`src/rtl/iter_addsub.sv`:
```
// Multi-cycle add/subtract unit: adds CHUNK bits per clock with a registered ripple carry,
// valid/ready handshakes on both sides and carry/overflow/zero flags on the result.
module iter_addsub #(
    parameter int unsigned WIDTH = 32,
    parameter int unsigned CHUNK = 8
) (
    input  logic             i_clk,
    input  logic             i_reset,
    input  logic             i_in_valid,
    output logic             o_in_ready,
    input  logic [WIDTH-1:0] i_a,
    input  logic [WIDTH-1:0] i_b,
    input  logic             i_cin,
    input  logic             i_sub,
    output logic             o_out_valid,
    input  logic             i_out_ready,
    output logic [WIDTH-1:0] o_y,
    output logic             o_cout,
    output logic             o_ovf,
    output logic             o_zero
);

    localparam int unsigned NSTEP  = WIDTH / CHUNK;
    localparam int unsigned STEP_W = (NSTEP > 1) ? $clog2(NSTEP) : 1;
    localparam logic [STEP_W-1:0] LAST_STEP = STEP_W'(NSTEP - 1);

    localparam logic [1:0] S_IDLE = 2'd0;
    localparam logic [1:0] S_RUN  = 2'd1;
    localparam logic [1:0] S_DONE = 2'd2;

    logic [1:0]        r_state;
    logic [WIDTH-1:0]  r_a;
    logic [WIDTH-1:0]  r_b;
    logic              r_carry;
    logic [STEP_W-1:0] r_step;
    logic [WIDTH-1:0]  r_y;
    logic              r_cout;
    logic              r_ovf;
    logic              r_zero;

    logic [CHUNK-1:0]  w_a_chunk;
    logic [CHUNK-1:0]  w_b_chunk;
    logic [CHUNK:0]    w_sum;
    logic [WIDTH-1:0]  w_y_upd;
    logic              w_last;
    logic              w_ovf;

    // One chunk of the ripple add; r_b already holds the inverted operand for subtract.
    always_comb begin
        w_a_chunk = r_a[r_step*CHUNK +: CHUNK];
        w_b_chunk = r_b[r_step*CHUNK +: CHUNK];
        w_sum     = {1'b0, w_a_chunk} + {1'b0, w_b_chunk} + {{CHUNK{1'b0}}, r_carry};
        w_y_upd   = r_y;
        w_y_upd[r_step*CHUNK +: CHUNK] = w_sum[CHUNK-1:0];
        w_last    = (r_step == LAST_STEP);
        w_ovf     = (r_a[WIDTH-1] == r_b[WIDTH-1]) && (w_y_upd[WIDTH-1] != r_a[WIDTH-1]);
    end

    always_ff @(posedge i_clk) begin
        if (i_reset) begin
            r_state <= S_IDLE;
            r_a     <= '0;
            r_b     <= '0;
            r_carry <= 1'b0;
            r_step  <= '0;
            r_y     <= '0;
            r_cout  <= 1'b0;
            r_ovf   <= 1'b0;
            r_zero  <= 1'b0;
        end else begin
            case (r_state)
                S_IDLE: begin
                    if (i_in_valid) begin
                        r_a     <= i_a;
                        r_b     <= i_sub ? ~i_b : i_b;
                        r_carry <= i_sub ? 1'b1 : i_cin;
                        r_step  <= '0;
                        r_state <= S_RUN;
                    end
                end
                S_RUN: begin
                    r_y     <= w_y_upd;
                    r_carry <= w_sum[CHUNK];
                    if (w_last) begin
                        r_cout  <= w_sum[CHUNK];
                        r_ovf   <= w_ovf;
                        r_zero  <= (w_y_upd == '0);
                        r_state <= S_DONE;
                    end else begin
                        r_step <= r_step + 1'b1;
                    end
                end
                S_DONE: begin
                    if (i_out_ready) begin
                        r_state <= S_IDLE;
                    end
                end
                default: r_state <= S_IDLE;
            endcase
        end
    end

    assign o_in_ready  = (r_state == S_IDLE);
    assign o_out_valid = (r_state == S_DONE);
    assign o_y         = r_y;
    assign o_cout      = r_cout;
    assign o_ovf       = r_ovf;
    assign o_zero      = r_zero;

endmodule

```
`config.mk`:
```
export PLATFORM = sky130hd
export DESIGN_NAME = iter_addsub
export DESIGN_NICKNAME = d
export VERILOG_FILES = /design/src/rtl/iter_addsub.sv
export SDC_FILE = /design/constraint.sdc
export NUM_CORES = 1
export LEC_CHECK = 0
export CAP_MARGIN = 0
export CORE_MARGIN = 4
export CORE_UTILIZATION = 51
export CTS_CLUSTER_SIZE = 8
export DETAILED_ROUTE_END_ITERATION = 8
export PLACE_DENSITY = 0.8
export SLEW_MARGIN = 25
export SYNTH_ARGS = -nofsm -noshare
export SYNTH_HDL_FRONTEND = slang
export SYNTH_SLANG_ARGS = --single-unit
```
`constraint.sdc`:
```
create_clock -name i_clk -period 8.12 [get_ports i_clk]
set_input_delay 1.624 -clock i_clk [delete_from_list [all_inputs] [get_ports i_clk]]
set_output_delay 1.624 -clock i_clk [all_outputs]
set_load 0.01 [all_outputs]
```
### M1 wires, run 1

Scale bar: 20 um.
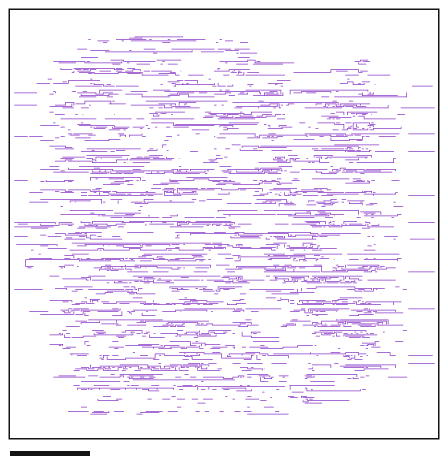
main direction	horizontal
wire length on this layer	5,420 um

### M2 wires, run 1

Scale bar: 20 um.
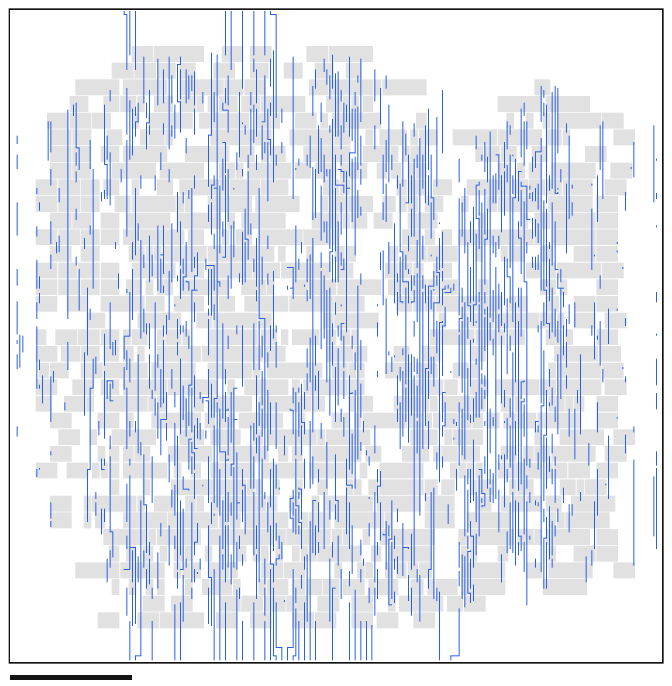
nets with wire on the layer	619
wire length on this layer	5,800 um

==> impl_results.html, run 1 <==
<p>Metrics extracted from the flow reports.</p>
<table>
<tr><th>Metric</th><th>Value</th></tr>
<tr><th colspan="2">Run status</th></tr>
<tr><td>Run status</td><td>finished clean</td></tr>
<tr><th colspan="2">Pwr</th></tr>
<tr><td>Combinational share of power</td><td>21.9%</td></tr>
<tr><td>Net switching power</td><td>0.322 mW</td></tr>
<tr><td>Total combinational power</td><td>0.238 mW</td></tr>
<tr><td>Power after layout</td><td>1.09 mW</td></tr>
<tr><td>Part of the power in the clock network</td><td>27.3%</td></tr>
<tr><th colspan="2">Cells and area</th></tr>
<tr><td>Share of the final layout cell area in multi-input gates</td><td>42.8%</td></tr>
<tr><td>Number of nets in the final layout</td><td>729</td></tr>
<tr><td>Fill cell count</td><td>792</td></tr>
<tr><td>Share of cell area taken by flip-flops and latches</td><td>33.3%</td></tr>
<tr><td>Logic cell area</td><td>2680 um2</td></tr>
<tr><td>Design area</td><td>6260 um2</td></tr>
<tr><td>Layout-stage area growth over the synthesis result</td><td>26.5%</td></tr>
<tr><th colspan="2">Yosys</th></tr>
<tr><td>Share of flip-flops with an asynchronous set or reset after synthesis</td><td>0%</td></tr>
<tr><td>Area fraction in and, or, nand and nor cells</td><td>17.1%</td></tr>
<tr><td>Number of instances in the synthesized netlist</td><td>559</td></tr>
<tr><td>AO/OA Area Share</td><td>19.0%</td></tr>
<tr><td>Main area contributors</td><td>dfxtp_1 (42%), mux4_2 (7.3%), nor2_1 (6.1%)</td></tr>
<tr><td>Mean cell area of the mapped netlist</td><td>8.85 um2</td></tr>
<tr><th colspan="2">Worst hold path</th></tr>
<tr><td>Worst min-delay path endpoint</td><td>r_a[13]</td></tr>
<tr><td>Startpoint of the tightest hold check path</td><td>r_a[13]</td></tr>
<tr><td>Worst Hold Path Cells</td><td>2</td></tr>
<tr><th colspan="2">Worst setup path</th></tr>
<tr><td>Launching instance or port of the critical path</td><td>r_step[1]</td></tr>
<tr><td>Register-to-register path setup slack</td><td>4.60 ns</td></tr>
<tr><th colspan="2">Clock network</th></tr>
<tr><td>Clock tree from TritonCTS</td><td>yes</td></tr>
<tr><td>Post-CTS Resized</td><td>0</td></tr>
<tr><td>Number of buffers added by the clock tree synthesis step</td><td>9</td></tr>
<tr><th colspan="2">Route</th></tr>
<tr><td>Met3 wire length</td><td>789 um</td></tr>
<tr><td>First-pass detailed-route iteration total</td><td>5</td></tr>
<tr><th colspan="2">Job</th></tr>
<tr><td>Maxcap violations</td><td>0</td></tr>
<tr><td>OpenROAD warning count</td><td>32</td></tr>
<tr><th colspan="2">Final timing</th></tr>
<tr><td>Total setup violations reported at the end of the flow</td><td>0</td></tr>
<tr><td>Sum of negative setup slack</td><td>0 ns</td></tr>
<tr><td>Fin. Hold Viols</td><td>0</td></tr>
<tr><th colspan="2">Place</th></tr>
<tr><td>Gpl congestion</td><td>0.904</td></tr>
<tr><th colspan="2">Global route</th></tr>
<tr><td>Vias in the first global route</td><td>4,197</td></tr>
<tr><th colspan="2">Floorplanning</th></tr>
<tr><td>Well-Tap Cells</td><td>129</td></tr>
</table>
### M3 wires, run 1

Scale bar: 20 um.
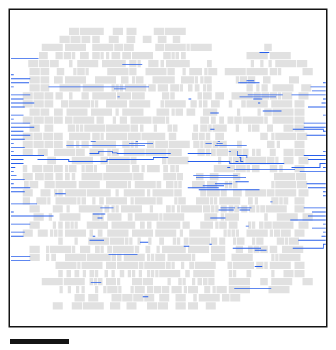
nets with wire on the layer	109
wire length on this layer	789 um
final wirelength: 12,300 um
GR Layer Usage met3: 3.58%
via count: 4,362

### Metal 4, run 1

Scale bar: 20 um.
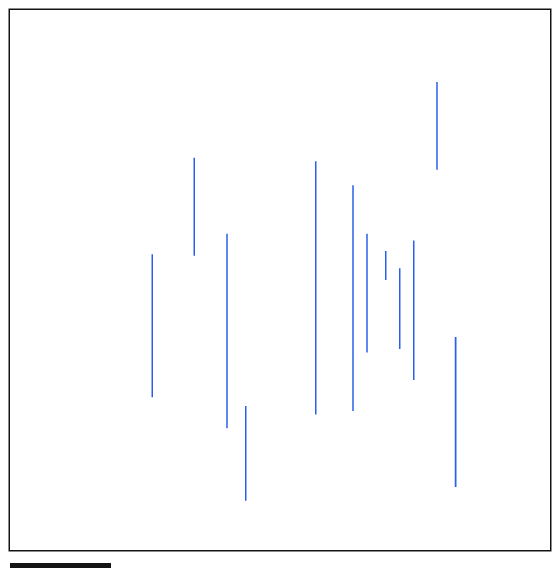

==> inputs of run 2 (changes only) <==
--- a/config.mk
+++ b/config.mk
@@ -7,10 +7,10 @@
 export LEC_CHECK = 0
 export CAP_MARGIN = 0
 export CORE_MARGIN = 4
-export CORE_UTILIZATION = 51
+export CORE_UTILIZATION = 46
 export CTS_CLUSTER_SIZE = 8
 export DETAILED_ROUTE_END_ITERATION = 8
-export PLACE_DENSITY = 0.8
+export PLACE_DENSITY = 0.76
 export SLEW_MARGIN = 25
 export SYNTH_ARGS = -nofsm -noshare
 export SYNTH_HDL_FRONTEND = slang
==> constraint.sdc (replaced) <==
create_clock -name i_clk -period 2.95 [get_ports i_clk]
set_input_delay 0.59 -clock i_clk [delete_from_list [all_inputs] [get_ports i_clk]]
set_output_delay 0.59 -clock i_clk [all_outputs]
set_load 0.01 [all_outputs]
### Metal 4, run 2

Scale bar: 20 um.
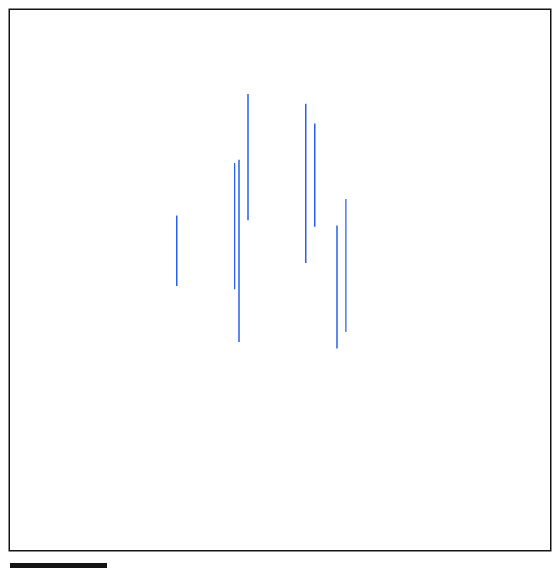
share of all routed wire	1.6%
nets with wire on the layer	6
main direction	vertical
longest straight run	37.4 um
wire length on this layer	209 um
via count: 4,374
final wirelength: 13,300 um

### M1 wires, run 2

Scale bar: 20 um.
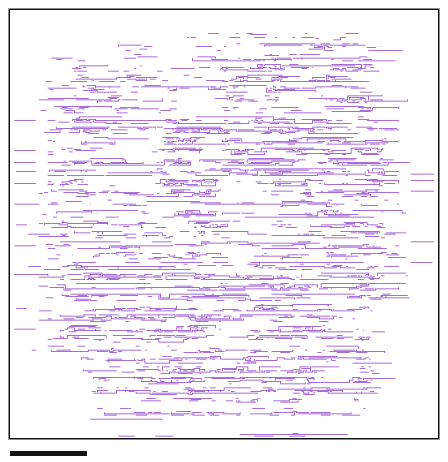
nets with wire on the layer	673
longest straight run	33.6 um
share of all routed wire	44%
main direction	horizontal
met1 usage in global routing: 27.0%

### Congestion heat map, run 2

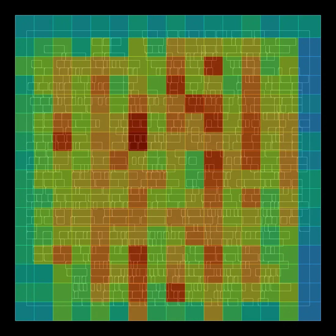
GR Layer Usage met3: 3.53%
global-route layer with the greatest usage: met2
global-route track usage on met2: 36.2%

==> run 2 against run 1 <==
Non-clock buffer count is 15 higher. Synthesized cell count unchanged. Via count is 0.28% higher. Clock skew grew 0.0075 ns. Critical endpoint unchanged. First-iteration DRC count rose by 17%. Critical path depth is 1 lower. Sequential cell count did not move. Critical path type unchanged. Final cell count increased by 2.8%. Count of clock-buffer cells in the layout down 2.
==> impl_results.html, run 2 <==
<p>Metrics extracted from the flow reports.</p>
<table>
<tr><th>Metric</th><th>Value</th></tr>
<tr><th colspan="2">Final timing</th></tr>
<tr><td>Sum of negative setup slack</td><td>0 ns (unchanged)</td></tr>
<tr><td>Total setup violations reported at the end of the flow</td><td>0 (unchanged)</td></tr>
<tr><th colspan="2">Cells and area</th></tr>
<tr><td>Design area</td><td>6460 um2 (+3.2%)</td></tr>
<tr><td>Fill cell count</td><td>893 (+13%)</td></tr>
<tr><td>Logic cell area</td><td>2730 um2 (+1.8%)</td></tr>
<tr><td>Layout-stage area growth over the synthesis result</td><td>30.6%</td></tr>
<tr><td>Share of cell area taken by flip-flops and latches</td><td>32.4% (-0.91 points)</td></tr>
<tr><td>Share of the final layout cell area in multi-input gates</td><td>42.2% (-0.58 points)</td></tr>
<tr><th colspan="2">Worst hold path</th></tr>
<tr><td>Startpoint of the tightest hold check path</td><td>r_a[24]</td></tr>
<tr><td>Worst Hold Path Cells</td><td>2 (unchanged)</td></tr>
<tr><td>Worst min-delay path endpoint</td><td>r_a[24]</td></tr>
<tr><th colspan="2">Clock network</th></tr>
<tr><td>Post-CTS Resized</td><td>3 (+3)</td></tr>
<tr><td>Clock tree from TritonCTS</td><td>yes</td></tr>
<tr><th colspan="2">Worst setup path</th></tr>
<tr><td>Launching instance or port of the critical path</td><td>r_step[1]</td></tr>
<tr><td>Register-to-register path setup slack</td><td>0.04 ns (-4.56 ns)</td></tr>
<tr><th colspan="2">Run status</th></tr>
<tr><td>Run status</td><td>finished clean</td></tr>
<tr><th colspan="2">Job</th></tr>
<tr><td>Maxcap violations</td><td>0 (unchanged)</td></tr>
<tr><td>OpenROAD warning count</td><td>32 (unchanged)</td></tr>
<tr><th colspan="2">Place</th></tr>
<tr><td>Gpl congestion</td><td>0.838 (-7.3%)</td></tr>
<tr><th colspan="2">Pwr</th></tr>
<tr><td>Net switching power</td><td>0.927 mW (+190%)</td></tr>
<tr><td>Total combinational power</td><td>0.720 mW (+200%)</td></tr>
<tr><td>Part of the power in the clock network</td><td>28.6% (+1.3 points)</td></tr>
<tr><th colspan="2">Yosys</th></tr>
<tr><td>Main area contributors</td><td>dfxtp_1 (42%), mux4_2 (7.3%), nor2_1 (6.1%)</td></tr>
<tr><td>Area fraction in and, or, nand and nor cells</td><td>17.1% (unchanged)</td></tr>
<tr><th colspan="2">Floorplanning</th></tr>
<tr><td>Well-Tap Cells</td><td>136 (+5.4%)</td></tr>
</table>
### M3 wires, run 2

Scale bar: 20 um.
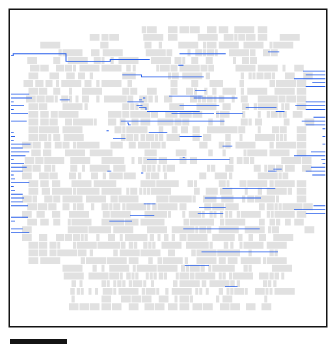

==> inputs of run 3 (changes only) <==
--- a/config.mk
+++ b/config.mk
@@ -7,10 +7,10 @@
 export LEC_CHECK = 0
 export CAP_MARGIN = 0
 export CORE_MARGIN = 4
-export CORE_UTILIZATION = 46
+export CORE_UTILIZATION = 51
 export CTS_CLUSTER_SIZE = 8
 export DETAILED_ROUTE_END_ITERATION = 8
-export PLACE_DENSITY = 0.76
+export PLACE_DENSITY = 0.8
 export SLEW_MARGIN = 25
 export SYNTH_ARGS = -nofsm -noshare
 export SYNTH_HDL_FRONTEND = slang
==> constraint.sdc (replaced) <==
create_clock -name i_clk -period 3.2 [get_ports i_clk]
set_input_delay 0.64 -clock i_clk [delete_from_list [all_inputs] [get_ports i_clk]]
set_output_delay 0.64 -clock i_clk [all_outputs]
set_load 0.01 [all_outputs]
### M3 wires, run 3

Scale bar: 20 um.
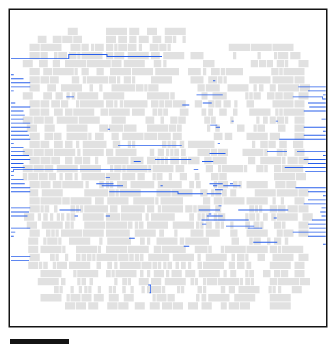
final wirelength: 12,900 um
GR Layer Usage met3: 3.10%

### M2 wires, run 3

Scale bar: 20 um.
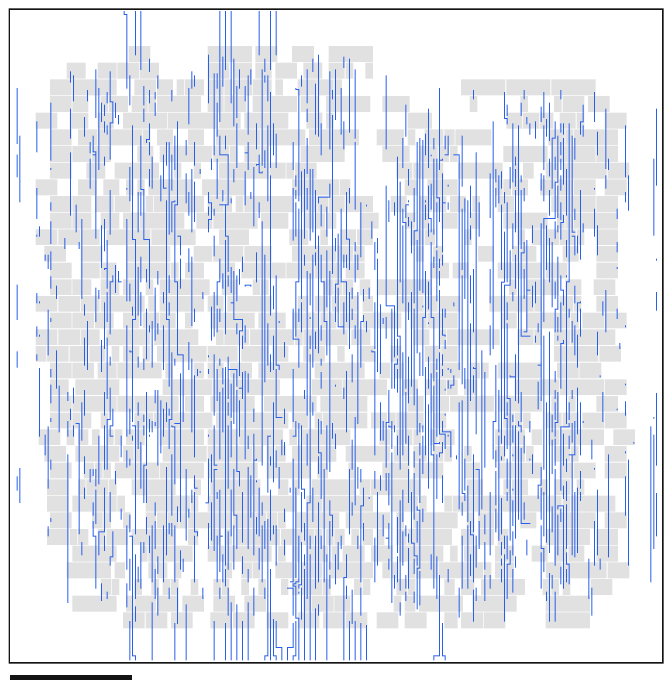
via count: 4,400
global-route track usage on met2: 40.3%

==> run 3 against run 2 <==
Combinational power is 9.6% lower. Sequential share of layout area increased by 0.34 points. Count of clock-buffer cells in the layout grew 1. Design area shrank 1.3%. Utilization grew 6.3 points. Synthesized cell count did not move. Die size decreased by 9.1%. Critical path type unchanged. Highest routed layer is now met5.
==> impl_results.html, run 3 <==
<p>Metrics extracted from the flow reports.</p>
<table>
<tr><th>Metric</th><th>Value</th></tr>
<tr><th colspan="2">Worst setup path</th></tr>
<tr><td>Buffers plus inverters on the worst setup path</td><td>1</td></tr>
<tr><td>Crit-path slowest cell</td><td>or4_4</td></tr>
<tr><td>Launching instance or port of the critical path</td><td>r_step[0]</td></tr>
<tr><td>Register-to-register path setup slack</td><td>0.19 ns (+0.14 ns)</td></tr>
<tr><td>Critical Path Sink Type</td><td>flip-flop</td></tr>
<tr><td>Critical path's largest stage delay</td><td>0.55 ns</td></tr>
<tr><th colspan="2">Yosys</th></tr>
<tr><td>Area fraction in and, or, nand and nor cells</td><td>17.1% (unchanged)</td></tr>
<tr><td>Number of instances in the synthesized netlist</td><td>559</td></tr>
<tr><td>Multiplexer area fraction after synthesis</td><td>7.49%</td></tr>
<tr><td>FF+latch count, synth</td><td>104</td></tr>
<tr><td>Yosys top cell by area</td><td>dfxtp_1</td></tr>
<tr><td>Main area contributors</td><td>dfxtp_1 (42%), mux4_2 (7.3%), nor2_1 (6.1%)</td></tr>
<tr><td>Net count entering floorplan</td><td>644</td></tr>
<tr><th colspan="2">Clock network</th></tr>
<tr><td>Post-CTS Resized</td><td>0 (-3)</td></tr>
<tr><td>Clock transition at the register clock pins on the worst setup and hold paths after CTS</td><td>0.10 ns</td></tr>
<tr><td>Clock tree from TritonCTS</td><td>yes</td></tr>
<tr><th colspan="2">Final timing</th></tr>
<tr><td>Final worst-path cycle share</td><td>94.1%</td></tr>
<tr><td>Sum of negative setup slack</td><td>0 ns (unchanged)</td></tr>
<tr><td>Setup repair after global routing missed its margin</td><td>no</td></tr>
<tr><td>Total setup violations reported at the end of the flow</td><td>0 (unchanged)</td></tr>
<tr><th colspan="2">Cells and area</th></tr>
<tr><td>Most frequent logic cell in the layout</td><td>clkdlybuf4s50_1</td></tr>
<tr><td>Register Area</td><td>2080 um2</td></tr>
<tr><td>Clock buffer and inverter area fraction after layout</td><td>2.97%</td></tr>
<tr><td>Fill cell count</td><td>803 (-10%)</td></tr>
<tr><td>Layout-stage area growth over the synthesis result</td><td>28.8%</td></tr>
<tr><td>Logic cell area</td><td>2690 um2 (-1.5%)</td></tr>
<tr><td>Design area</td><td>6370 um2 (-1.3%)</td></tr>
<tr><th colspan="2">Pwr</th></tr>
<tr><td>Total combinational power</td><td>0.651 mW (-9.6%)</td></tr>
<tr><td>Net switching power</td><td>0.863 mW (-6.9%)</td></tr>
<tr><td>Part of the power in the clock network</td><td>27.5% (-1.1 points)</td></tr>
<tr><td>Static leakage power</td><td>2.25 nW</td></tr>
<tr><th colspan="2">Worst hold path</th></tr>
<tr><td>Worst Hold Path Cells</td><td>2 (unchanged)</td></tr>
<tr><td>Worst min-delay path endpoint</td><td>r_a[24]</td></tr>
<tr><td>Startpoint of the tightest hold check path</td><td>r_a[24]</td></tr>
<tr><th colspan="2">Global route</th></tr>
<tr><td>Global-route layer with the greatest usage</td><td>met2</td></tr>
<tr><th colspan="2">Floorplanning</th></tr>
<tr><td>Horizontal extent of the die</td><td>106 um</td></tr>
<tr><td>Well-Tap Cells</td><td>129 (-5.1%)</td></tr>
<tr><th colspan="2">Run status</th></tr>
<tr><td>Run status</td><td>finished clean</td></tr>
<tr><th colspan="2">Place</th></tr>
<tr><td>Gpl congestion</td><td>0.965 (+15%)</td></tr>
<tr><td>Post-detailed-placement half-perimeter wirelength</td><td>9780 um</td></tr>
<tr><th colspan="2">Job</th></tr>
<tr><td>OpenROAD warning count</td><td>33 (+3.1%)</td></tr>
<tr><td>Maxcap violations</td><td>0 (unchanged)</td></tr>
</table>
### M1 wires, run 3

Scale bar: 20 um.
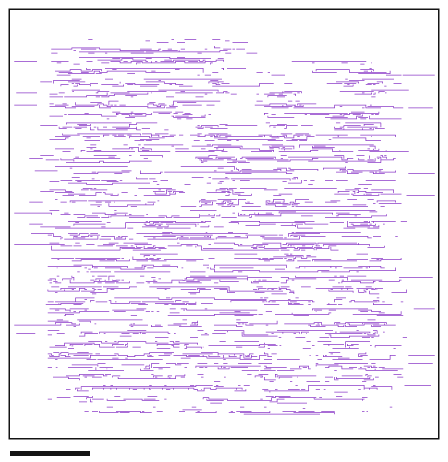
share of all routed wire	43%
wire length on this layer	5,570 um

Power and IR drop assume default switching activity.
